The metal 3 layer:
Drawn at 4 px/um.
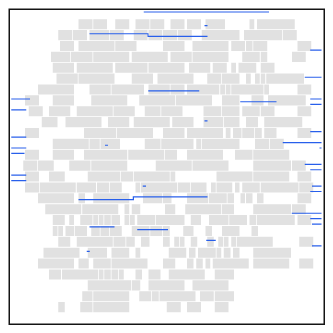
Signal wires by layer:
Drawn at 4 px/um.
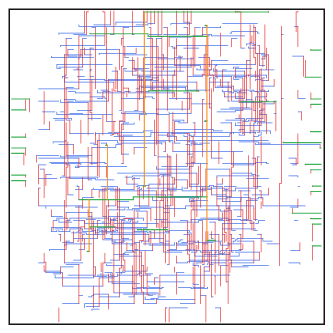
Clock nets:
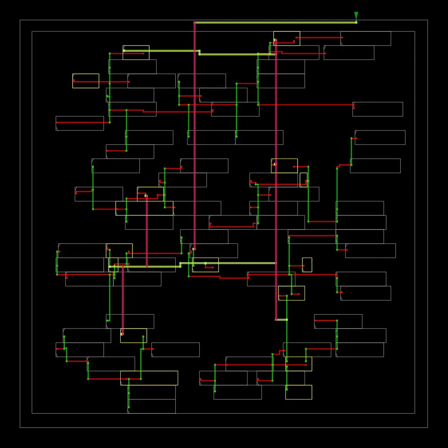
$ cat src/rtl/seven_seg_pkg.sv
// Shared constants for the seven-segment scanner: active-low glyph table,
// decimal-point bit position and the all-segments-off pattern.
package seven_seg_pkg;

  localparam int DP_BIT = 4;
  localparam logic [7:0] SEG_OFF = 8'hFF;

  // Active-low glyphs for hex digits 0..F.
  localparam logic [7:0] GLYPH_TABLE [16] = '{
    8'h11, 8'hD7, 8'h32, 8'h92, 8'hD4, 8'h98, 8'h18, 8'hD3,
    8'h10, 8'h90, 8'h50, 8'h1C, 8'h39, 8'h16, 8'h38, 8'h78
  };

  function automatic logic [7:0] hex_to_seg(input logic [3:0] nibble);
    return GLYPH_TABLE[nibble];
  endfunction

endpackage

$ cat src/rtl/seven_seg_decoder.sv
// Combinational nibble-to-segment decoder; a set dp bit pulls the
// decimal-point segment low (lit).
module seven_seg_decoder
  import seven_seg_pkg::*;
(
  input  logic [3:0] nibble,
  input  logic       dp,
  output logic [7:0] segments
);

  logic [7:0] glyph_s;

  // Table lookup plus optional decimal point.
  always_comb begin
    glyph_s = hex_to_seg(nibble);
    if (dp) begin
      segments = glyph_s & ~(8'h01 << DP_BIT);
    end else begin
      segments = glyph_s;
    end
  end

endmodule

$ cat src/rtl/seven_seg_scanner.sv
// Self-timed multiplexed seven-segment driver: frame-aligned shadow capture,
// per-digit blanking/dp, PWM brightness and a dead cycle at each slot start.
module seven_seg_scanner
  import seven_seg_pkg::*;
#(
  parameter  int DIGITS       = 4,
  parameter  int REFRESH_LOG2 = 16,
  parameter  int BRIGHT_W     = 4,
  localparam int IDX_W        = (DIGITS > 1) ? $clog2(DIGITS) : 1
) (
  input  logic                  clk,
  input  logic                  rstN,
  input  logic [4*DIGITS-1:0]   digitData,
  input  logic [DIGITS-1:0]     blankMask,
  input  logic [DIGITS-1:0]     dpMask,
  input  logic [BRIGHT_W-1:0]   brightness,
  input  logic                  displayOn,
  output logic [DIGITS-1:0]     sevenSegmentEnable,
  output logic [7:0]            sevenSegmentData,
  output logic                  frameStrobe,
  output logic [IDX_W-1:0]      activeDigit
);

  localparam logic [IDX_W-1:0]        LAST_IDX  = IDX_W'(DIGITS - 1);
  localparam logic [IDX_W-1:0]        ONE_IDX   = {{(IDX_W-1){1'b0}}, 1'b1};
  localparam logic [REFRESH_LOG2-1:0] ONE_SLOT  = {{(REFRESH_LOG2-1){1'b0}}, 1'b1};
  localparam logic [DIGITS-1:0]       ONE_HOT   = {{(DIGITS-1){1'b0}}, 1'b1};

  if (DIGITS < 2 || DIGITS > 8) begin : g_badDigits
    $error("seven_seg_scanner: DIGITS must be in 2..8");
  end
  if (REFRESH_LOG2 < BRIGHT_W || REFRESH_LOG2 < 2) begin : g_badRefresh
    $error("seven_seg_scanner: REFRESH_LOG2 must be >= BRIGHT_W and >= 2");
  end

  logic [REFRESH_LOG2-1:0] slotCnt_r;
  logic [IDX_W-1:0]        digitIdx_r;
  logic [3:0]              shadowNib_r [DIGITS];
  logic [DIGITS-1:0]       shadowBlank_r;
  logic [DIGITS-1:0]       shadowDp_r;
  logic [BRIGHT_W-1:0]     shadowBright_r;

  logic                    slotWrap_s;
  logic                    frameStart_s;
  logic [BRIGHT_W-1:0]     phase_s;
  logic                    lit_s;
  logic [3:0]              curNib_s;
  logic                    curDp_s;
  logic [7:0]              segments_s;
  logic [DIGITS-1:0]       enableNext_s;

  // Slot counter and digit index; the index wraps explicitly so DIGITS need not be a power of two.
  always_ff @(posedge clk or negedge rstN) begin
    if (!rstN) begin
      slotCnt_r  <= '0;
      digitIdx_r <= '0;
    end else begin
      slotCnt_r <= slotCnt_r + ONE_SLOT;
      if (slotWrap_s) begin
        if (digitIdx_r == LAST_IDX) begin
          digitIdx_r <= '0;
        end else begin
          digitIdx_r <= digitIdx_r + ONE_IDX;
        end
      end
    end
  end

  // Shadow capture at frame start so a frame never mixes old and new values.
  always_ff @(posedge clk or negedge rstN) begin
    if (!rstN) begin
      for (int i = 0; i < DIGITS; i++) begin
        shadowNib_r[i] <= 4'h0;
      end
      shadowBlank_r  <= '0;
      shadowDp_r     <= '0;
      shadowBright_r <= '0;
    end else if (frameStart_s) begin
      for (int i = 0; i < DIGITS; i++) begin
        shadowNib_r[i] <= digitData[4*i +: 4];
      end
      shadowBlank_r  <= blankMask;
      shadowDp_r     <= dpMask;
      shadowBright_r <= brightness;
    end
  end

  // Scan decode: lit window, PWM phase and next anode pattern.
  always_comb begin
    slotWrap_s   = &slotCnt_r;
    frameStart_s = (slotCnt_r == '0) && (digitIdx_r == '0);
    phase_s      = slotCnt_r[REFRESH_LOG2-1 -: BRIGHT_W];
    curNib_s     = shadowNib_r[digitIdx_r];
    curDp_s      = shadowDp_r[digitIdx_r];
    // Slot position 0 is the anti-ghost dead cycle.
    lit_s        = (slotCnt_r != '0) && displayOn && !shadowBlank_r[digitIdx_r] &&
                   ((&shadowBright_r) || (phase_s < shadowBright_r));
    if (lit_s) begin
      enableNext_s = ~(ONE_HOT << digitIdx_r);
    end else begin
      enableNext_s = '1;
    end
  end

  seven_seg_decoder u_decoder (
    .nibble   (curNib_s),
    .dp       (curDp_s),
    .segments (segments_s)
  );

  // Registered pin drivers, one cycle behind the scan counters.
  always_ff @(posedge clk or negedge rstN) begin
    if (!rstN) begin
      sevenSegmentEnable <= '1;
      sevenSegmentData   <= SEG_OFF;
      frameStrobe        <= 1'b0;
      activeDigit        <= '0;
    end else begin
      sevenSegmentEnable <= enableNext_s;
      sevenSegmentData   <= segments_s;
      frameStrobe        <= frameStart_s;
      activeDigit        <= digitIdx_r;
    end
  end

endmodule

$ cat config.mk
export PLATFORM = sky130hd
export DESIGN_NAME = seven_seg_scanner
export DESIGN_NICKNAME = d
export VERILOG_FILES = /design/src/rtl/seven_seg_pkg.sv /design/src/rtl/seven_seg_decoder.sv /design/src/rtl/seven_seg_scanner.sv
export SDC_FILE = /design/constraint.sdc
export NUM_CORES = 1
export LEC_CHECK = 0
export CAP_MARGIN = 20
export CORE_MARGIN = 2
export CORE_UTILIZATION = 54
export CTS_CLUSTER_DIAMETER = 80
export CTS_CLUSTER_SIZE = 14
export DETAILED_ROUTE_END_ITERATION = 10
export PLACE_DENSITY = 0.79
export SLEW_MARGIN = 15
export SYNTH_ARGS = -nofsm -noshare
export SYNTH_HDL_FRONTEND = slang
export SYNTH_HIERARCHICAL = 1
export SYNTH_SLANG_ARGS = --single-unit
$ cat constraint.sdc
create_clock -name clk -period 2.72 [get_ports clk]
set_input_delay 0.816 -clock clk [delete_from_list [all_inputs] [get_ports clk]]
set_output_delay 0.816 -clock clk [all_outputs]
set_load 0.02 [all_outputs]
==> metrics.yaml <==
sta:
  post-route-period-util: 0.834
  worst_slack_ns: 0.452
  rsz0062_at_grt: "false"
  fmax_ghz: 0.441
  worst_pin_slew_ns: 0.485
  holdWs_ns: 0.273
  fin_setup_tns_ns: 0
  slew_viol_final: 0
worst_setup_path:
  slowest_stage: "clkdlybuf4s50_1"
  cp_data_arrival_time_ns: 1.45
  regToRegEndpoint: "shadowNib_r[7]"
  crit_start: "sevenSegmentData[6]"
  r2r_start: "slotCnt_r[0]"
  path_cells: "clkdlybuf4s50_1"
  cp.depth: 1
  critPathTopFamily: "buffers and inverters"
  r2r_setup_slack_ns: 0.60
finish:
  largest_registers: "shadowNib_r x16, slotCnt_r x16, sevenSegmentData x8"
  num-fill-cells: 399
  sh_seq_area: 0.419
  design_area_um2: 3680
  inverters: 14
  antenna_cells: 0
  drive_gt1_frac: 0.256
  nets: 315
  n_all_buffers: 48
  layout_top_cells: "dfrtp_1, clkdlybuf4s50_1, mux2_4"
  clock_area_frac: 0.0613
  regArea_um2: 1540
  dominant-cell-class: "sequential cells"
  comb_area_um2: 1300
  stdcell_count: 345
placed_design:
  placed_cell_area_um2: 3450
  port-buffer-count: 45
  place_inst: 329
clock_network:
  root_buffer: "clkbuf_8"
  cts_resized: 0
  clock_sinks: 61
  cts_hold_buf: 0
  path_clk_slew_ns: 0.07
  cts_tree: "built"
global_routing:
  grt.busiest_layer: "met2"
  antenna_found_initial: 0
  grt_overflow_total: 0
  grt_pass1_wl_um: 8510
  grt_use_met3: 0.0540
synth:
  top_cell: "dfrtp_1"
  simple_gate_share: 0.102
  syn-cell-area_um2: 2990
  postSynthAreaPerCell_um2: 13.7
  top_logic_kind: "multiplexers"
  synth_cell_types: 38
  ys_seq_frac: 0.516
  ys_warn_count: 6
  ys_chip_area_um2: 2990
routing:
  routed.top_layer: "met4"
  antenna_left: 0
  dr.pass1.iters: 4
  dr_wl_met3_um: 204
  drt_iter0_markers: 118
  via_per_inst: 5.25
  m1WireLength_um: 2390
flow_run:
  drv_cap: 0
power_and_ir_drop:
  p_switching_w: 0.000427
  combPwrFrac: 0.086
  p_leak_nw: 1.68
  seq_cell_power_w: 0.000962
  swShare: 0.209
  total_power_w: 0.00204
die:
  initCoreUtil: 0.552
  io_pins: 46
  row_count: 27
  core_area_um2: 5410
status:
  status: "finished clean"
hold_path:
  hp-class: "in -> async"
Back to the opening pictures, 'the metal 3 layer':
share of all routed wire: 4.0%
wire length on this layer: 204 um
longest straight run: 31.1 um
nets with wire on the layer: 28

Back to the opening pictures, 'signal wires by layer':
legend:
  blue:
    layer: met1
    wire_length: 2390 um
  orange:
    layer: met4
    wire_length: 124 um
  red:
    layer: met2
    wire_length: 2330 um
  green:
    layer: met3
    wire_length: 204 um
DRT Wirelength: 5050 um
Tot GR Track Use: 0.187
total number of vias: 1810

Back to the opening pictures, 'clock nets':
Worst Skew: 0.0151 ns
Clock buffer cells: 12
Seq cells: 61

